`src/rtl/m_axil_cmd_master.sv`:
```
// AXI4-Lite initiator: converts single-beat commands into AXI4-Lite reads/writes,
// one transaction outstanding, and returns each result on a response port.
module m_axil_cmd_master #(
  parameter int          DATA_WIDTH = 32,
  parameter int          ADDR_WIDTH = 40,
  parameter logic [2:0]  PROT       = 3'b000
) (
  input  logic                      axi_clock,
  input  logic                      rst,
  // command port
  input  logic                      cmd_valid,
  output logic                      cmd_ready,
  input  logic                      cmd_write,
  input  logic [ADDR_WIDTH-1:0]     cmd_addr,
  input  logic [DATA_WIDTH-1:0]     cmd_wdata,
  input  logic [DATA_WIDTH/8-1:0]   cmd_wstrb,
  // response port
  output logic                      rsp_valid,
  input  logic                      rsp_ready,
  output logic                      rsp_write,
  output logic [DATA_WIDTH-1:0]     rsp_rdata,
  output logic [1:0]                rsp_resp,
  output logic                      busy,
  // AXI4-Lite master
  output logic [ADDR_WIDTH-1:0]     m_axil_awaddr,
  output logic [2:0]                m_axil_awprot,
  output logic                      m_axil_awvalid,
  input  logic                      m_axil_awready,
  output logic [DATA_WIDTH-1:0]     m_axil_wdata,
  output logic [DATA_WIDTH/8-1:0]   m_axil_wstrb,
  output logic                      m_axil_wvalid,
  input  logic                      m_axil_wready,
  input  logic [1:0]                m_axil_bresp,
  input  logic                      m_axil_bvalid,
  output logic                      m_axil_bready,
  output logic [ADDR_WIDTH-1:0]     m_axil_araddr,
  output logic [2:0]                m_axil_arprot,
  output logic                      m_axil_arvalid,
  input  logic                      m_axil_arready,
  input  logic [DATA_WIDTH-1:0]     m_axil_rdata,
  input  logic [1:0]                m_axil_rresp,
  input  logic                      m_axil_rvalid,
  output logic                      m_axil_rready
);

  typedef enum logic [2:0] {
    IDLE    = 3'd0,
    WR      = 3'd1,
    WR_RESP = 3'd2,
    RD_ADDR = 3'd3,
    RD_DATA = 3'd4,
    RSP     = 3'd5
  } state_t;

  state_t                    state_q, state_d;
  logic                      awvalid_q, awvalid_d;
  logic                      wvalid_q, wvalid_d;
  logic [ADDR_WIDTH-1:0]     addr_q, addr_d;
  logic [DATA_WIDTH-1:0]     wdata_q, wdata_d;
  logic [DATA_WIDTH/8-1:0]   wstrb_q, wstrb_d;
  logic                      rsp_write_q, rsp_write_d;
  logic [DATA_WIDTH-1:0]     rsp_rdata_q, rsp_rdata_d;
  logic [1:0]                rsp_resp_q, rsp_resp_d;

  always_ff @(posedge axi_clock) begin
    if (rst) begin
      state_q     <= IDLE;
      awvalid_q   <= 1'b0;
      wvalid_q    <= 1'b0;
      addr_q      <= '0;
      wdata_q     <= '0;
      wstrb_q     <= '0;
      rsp_write_q <= 1'b0;
      rsp_rdata_q <= '0;
      rsp_resp_q  <= 2'b00;
    end else begin
      state_q     <= state_d;
      awvalid_q   <= awvalid_d;
      wvalid_q    <= wvalid_d;
      addr_q      <= addr_d;
      wdata_q     <= wdata_d;
      wstrb_q     <= wstrb_d;
      rsp_write_q <= rsp_write_d;
      rsp_rdata_q <= rsp_rdata_d;
      rsp_resp_q  <= rsp_resp_d;
    end
  end

  // AW and W retire independently; WR is left only once both have handshaken.
  always_comb begin
    state_d     = state_q;
    awvalid_d   = awvalid_q;
    wvalid_d    = wvalid_q;
    addr_d      = addr_q;
    wdata_d     = wdata_q;
    wstrb_d     = wstrb_q;
    rsp_write_d = rsp_write_q;
    rsp_rdata_d = rsp_rdata_q;
    rsp_resp_d  = rsp_resp_q;
    unique case (state_q)
      IDLE: begin
        if (cmd_valid) begin
          addr_d    = cmd_addr;
          wdata_d   = cmd_wdata;
          wstrb_d   = cmd_wstrb;
          awvalid_d = cmd_write;
          wvalid_d  = cmd_write;
          state_d   = cmd_write ? WR : RD_ADDR;
        end
      end
      WR: begin
        if (m_axil_awready) awvalid_d = 1'b0;
        if (m_axil_wready)  wvalid_d  = 1'b0;
        if ((!awvalid_q || m_axil_awready) && (!wvalid_q || m_axil_wready))
          state_d = WR_RESP;
      end
      WR_RESP: begin
        if (m_axil_bvalid) begin
          rsp_write_d = 1'b1;
          rsp_rdata_d = '0;
          rsp_resp_d  = m_axil_bresp;
          state_d     = RSP;
        end
      end
      RD_ADDR: begin
        if (m_axil_arready) state_d = RD_DATA;
      end
      RD_DATA: begin
        if (m_axil_rvalid) begin
          rsp_write_d = 1'b0;
          rsp_rdata_d = m_axil_rdata;
          rsp_resp_d  = m_axil_rresp;
          state_d     = RSP;
        end
      end
      RSP: begin
        if (rsp_ready) state_d = IDLE;
      end
      default: state_d = IDLE;
    endcase
  end

  // All handshake outputs come straight from registers, never from a ready.
  always_comb begin
    cmd_ready      = (state_q == IDLE);
    busy           = (state_q != IDLE);
    rsp_valid      = (state_q == RSP);
    rsp_write      = rsp_write_q;
    rsp_rdata      = rsp_rdata_q;
    rsp_resp       = rsp_resp_q;
    m_axil_awaddr  = addr_q;
    m_axil_awprot  = PROT;
    m_axil_awvalid = awvalid_q;
    m_axil_wdata   = wdata_q;
    m_axil_wstrb   = wstrb_q;
    m_axil_wvalid  = wvalid_q;
    m_axil_bready  = (state_q == WR_RESP);
    m_axil_araddr  = addr_q;
    m_axil_arprot  = PROT;
    m_axil_arvalid = (state_q == RD_ADDR);
    m_axil_rready  = (state_q == RD_DATA);
  end

endmodule

```
`config.mk`:
```
export PLATFORM = sky130hd
export DESIGN_NAME = m_axil_cmd_master
export DESIGN_NICKNAME = d
export VERILOG_FILES = /design/src/rtl/m_axil_cmd_master.sv
export SDC_FILE = /design/constraint.sdc
export NUM_CORES = 1
export LEC_CHECK = 0
export ABC_CLOCK_PERIOD_IN_PS = 1870
export CAP_MARGIN = 20
export CORE_UTILIZATION = 38
export CTS_BUF_LIST = sky130_fd_sc_hd__clkbuf_8
export DETAILED_ROUTE_END_ITERATION = 8
export PLACE_DENSITY_LB_ADDON = 0.12
export SYNTH_ARGS = -nofsm -noshare
export SYNTH_HDL_FRONTEND = slang
export SYNTH_SLANG_ARGS = --single-unit
```
`constraint.sdc`:
```
create_clock -name axi_clock -period 1.87 [get_ports axi_clock]
set_input_delay 0.2805 -clock axi_clock [delete_from_list [all_inputs] [get_ports axi_clock]]
set_output_delay 0.2805 -clock axi_clock [all_outputs]
set_load 0.1 [all_outputs]
```
run_1/flops_by_reg.png
Other sequential cells in the stronger grey, the rest of the logic in the fainter grey.
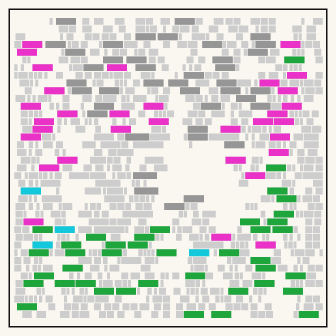
m_axil_araddr -> green  # sequential cells 40
m_axil_wstrb -> cyan  # sequential cells 4, where bottom left
m_axil_wdata -> magenta  # sequential cells 32
not coloured = 40
register area: 2330 um^2
Seq/total area: 31.7%

run_1/congestion.png
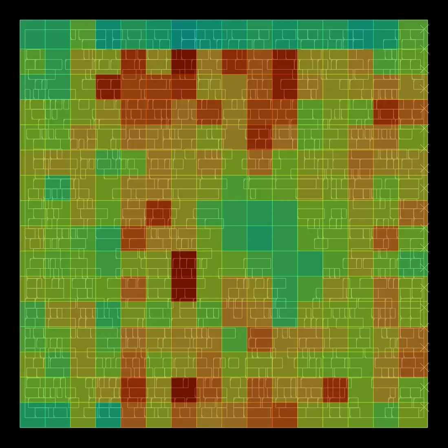
Post-Route Utilization: 63.6%
DR WL/cell: 14.9 um
met3 usage: 6.64%
Overall Global Routing Usage: 22.2%
GR Util met2: 40.8%

==> impl_metrics.json, run 1 <==
{
  "htree_levels": 4,
  "leakagePower_uw": 0.00315,
  "critPathLaunch": "state_q[2]$_SDFFE_PP0P_",
  "top_layer": "met4",
  "cts_root_buf": "clkbuf_8",
  "cts_resized": 2,
  "cts_num_sinks": 116,
  "top_area_share_pct": 51.0,
  "chipArea_um2": 12400,
  "layout_top_cell": "buf_4",
  "row_count": 39,
  "cp_top_family": "flip-flops",
  "initCoreUtil_pct": 39.4,
  "yosysTopAreaCell": "dfxtp_1",
  "hold_violations": 0,
  "fmax_mhz": 556,
  "gp_congestion": 0.763,
  "clkTransAtPathRegs_ns": 0.06,
  "combinationalPowerShare_pct": 53.9,
  "io_pins": 287,
  "p_int_uw": 6080,
  "layout.comb_gates.multi_input": 349,
  "finalClockPeriodUsage_pct": 96.2,
  "edf_count": 0,
  "crit_path_max_incr_delay_ns": 0.46,
  "cp.depth": 2,
  "max_slew.worst_pin.slew_ns": 0.793,
  "drc": 20,
  "crit_buf_inv": 1,
  "nNonClkBuffers": 291,
  "violations": "design-rule violations",
  "hold_buffers": 0,
  "dpl-instance-area_um2": 6870,
  "swShare_pct": 51.9,
  "clk_share_pct": 6.23,
  "numCtsBuffers": 17,
  "async_flop_share_pct": 0,
  "cp-start-kind": "flop",
  "setup_violations": 0,
  "rsz0062_at_grt": "no",
  "busiest_layer": "met2",
  "slowest_stage": "dfxtp_4",
  "cts_setup_buffers": 0,
  "status": "finished, violations left",
  "fillCellCount": 1018,
  "whs_endpoint": "state_q[1]$_SDFFE_PP0P_",
  "p_sw_uw": 6560
}
run_1/clk_routes.png
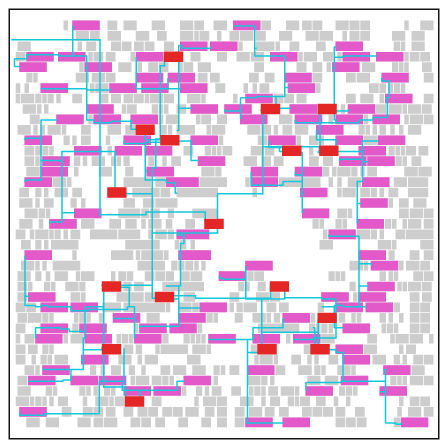
flip-flops -> magenta  # count 116
clock wires -> cyan  # length 1420 um
clock drivers -> red  # count 17
routed clock nets = 18
flops lie = widely spread
clock share of power: 20.8%
Clk power: 2630 uW
Clock Latency Late Sink: 0.42 ns
post-route clock skew: 0.00826 ns

run_1/power_grid.png
Pins as bars on the die edge. Tap cells in grey.
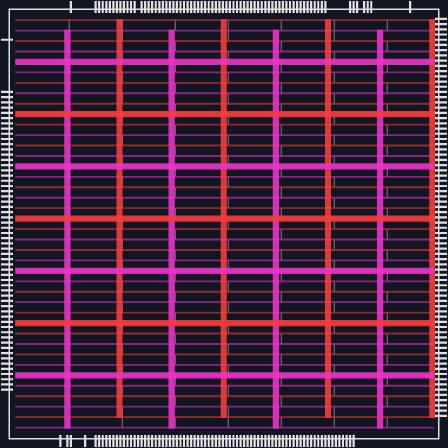
VSS -> magenta
VDD -> red
met4 straps = 8
tap cells = 143
met1 rails = 40
Die Y: 111 um
Worst VDD drop: 1090 uV
chip width: 111 um
core area: 11600 um^2

--- run 2 (diff from run 1) ---
Settings changed: HOLD_SLACK_MARGIN set to 0.06, MAX_ROUTING_LAYER set to met4.
run_2/clk_routes.png
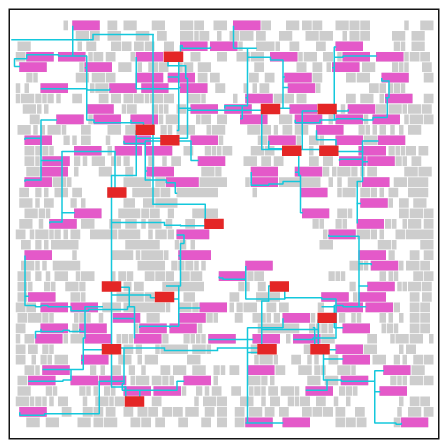
flip-flops -> magenta  # count 116
clock drivers -> red  # count 17
clock wires -> cyan  # length 1440 um
routed clock nets = 18
flops lie = widely spread

==> run 2 against run 1 <==
The run still ends with design-rule violations left. First-iteration DRC count shrank 0.74%. Clock skew is 0.00089 ns lower. Cell count unchanged. Via count down 0.31%. Routed wire length rose by 0.14%. Critical path depth did not move. Synthesized area is the same. Fmax hardly changed. Non-clock buffer count is the same. Clock-buffer cell count unchanged. Core utilization unchanged. Critical path type unchanged. Largest power group unchanged.
==> impl_metrics.json, run 2 <==
{
  "gr-usage-all-layers_pct": 22.8,
  "p_clk_share_pct": 20.8,
  "drt-total-wl_um": 14000,
  "drc": 20,
  "grt_util_met2_pct": 40.7,
  "fillCellCount": 1018,
  "via_per_inst": 4.82,
  "dr_wl_met2_um": 7500,
  "powerClk_uw": 2630,
  "tns_ns": 0,
  "cp_top_family": "flip-flops",
  "clkbuf_count": 20,
  "ff_latch_area_um2": 2330,
  "antenna_found_initial": 0,
  "met3_usage_pct": 5.72,
  "rsz0062_at_grt": "no",
  "grt_pass1_vias": 4421,
  "cts_setup_buffers": 0,
  "yosysTopAreaCell": "dfxtp_1",
  "dpl-instance-area_um2": 6870,
  "async_flop_share_pct": 0,
  "cp.depth": 2,
  "p_comb_uw": 6800,
  "leakagePower_uw": 0.00315,
  "initCoreUtil_pct": 39.4,
  "htree_levels": 4,
  "clk_latency_ns": 0.42,
  "edf_count": 0,
  "gp_congestion": 0.773,
  "die_w_um": 111,
  "violations": "design-rule violations",
  "hold_buffers": 0,
  "final_area_um2": 7350,
  "grt_pass1_wl_um": 21700,
  "seq-cell-share_pct": 31.7,
  "ys_sh_xor_pct": 0,
  "fin_skew_ns": 0.00737,
  "whs_endpoint": "state_q[1]$_SDFFE_PP0P_",
  "power_leader": "combinational logic",
  "cts_resized": 2,
  "combinationalPowerShare_pct": 53.8,
  "clk_share_pct": 6.23,
  "row_count": 39,
  "top_layer": "met4",
  "setup_violations": 0,
  "vdd_drop_max_uv": 1090,
  "p_int_uw": 6080,
  "drive_above_1_share_pct": 27.1,
  "cp-start-kind": "flop",
  "clkTransAtPathRegs_ns": 0.06,
  "p_sw_uw": 6560,
  "fmax_mhz": 556,
  "crit_buf_inv": 1,
  "core_area_um2": 11600,
  "numCtsBuffers": 17,
  "swShare_pct": 51.9,
  "finalClockPeriodUsage_pct": 96.1,
  "hold_start": "rst",
  "yosysWarnings": 0,
  "hold_path_depth": 4,
  "cts_root_buf": "clkbuf_8",
  "hold_violations": 0,
  "layout_top_cell": "buf_4",
  "syn-cell-area_um2": 4550,
  "p_seq_uw": 3200,
  "drt_first_pass_iters": 7,
  "hpwl_um": 10000,
  "die_h_um": 111,
  "flops": 116,
  "critical_path_class": "reg2out",
  "max_slew.worst_pin.slew_ns": 0.777,
  "cts_num_sinks": 116,
  "crit_path_max_incr_delay_ns": 0.46,
  "cp_max_fo": 14,
  "io_pins": 287,
  "layout.comb_gates.multi_input": 349,
  "status": "finished, violations left",
  "grt_max_degree": 74,
  "critPathLaunch": "state_q[2]$_SDFFE_PP0P_",
  "chipArea_um2": 12400,
  "tool_warnings": 27,
  "top_area_share_pct": 51.0,
  "maxCapViolations": 0,
  "busiest_layer": "met2",
  "slowest_stage": "dfxtp_4",
  "final_util_pct": 63.6,
  "nNonClkBuffers": 291,
  "clk_path_buf_depth": 2
}
run_2/congestion.png
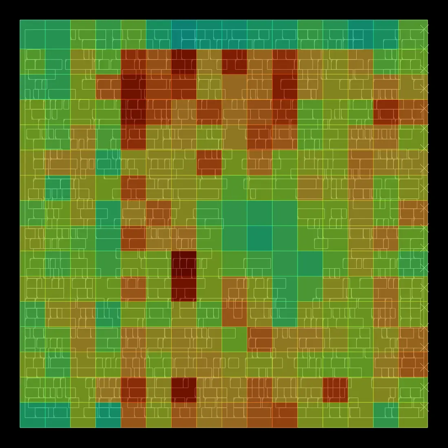
DR WL/cell: 14.9 um
Global Route met1 Usage: 23.6%

No activity file was given, so power comes from the tool's default toggle rates.
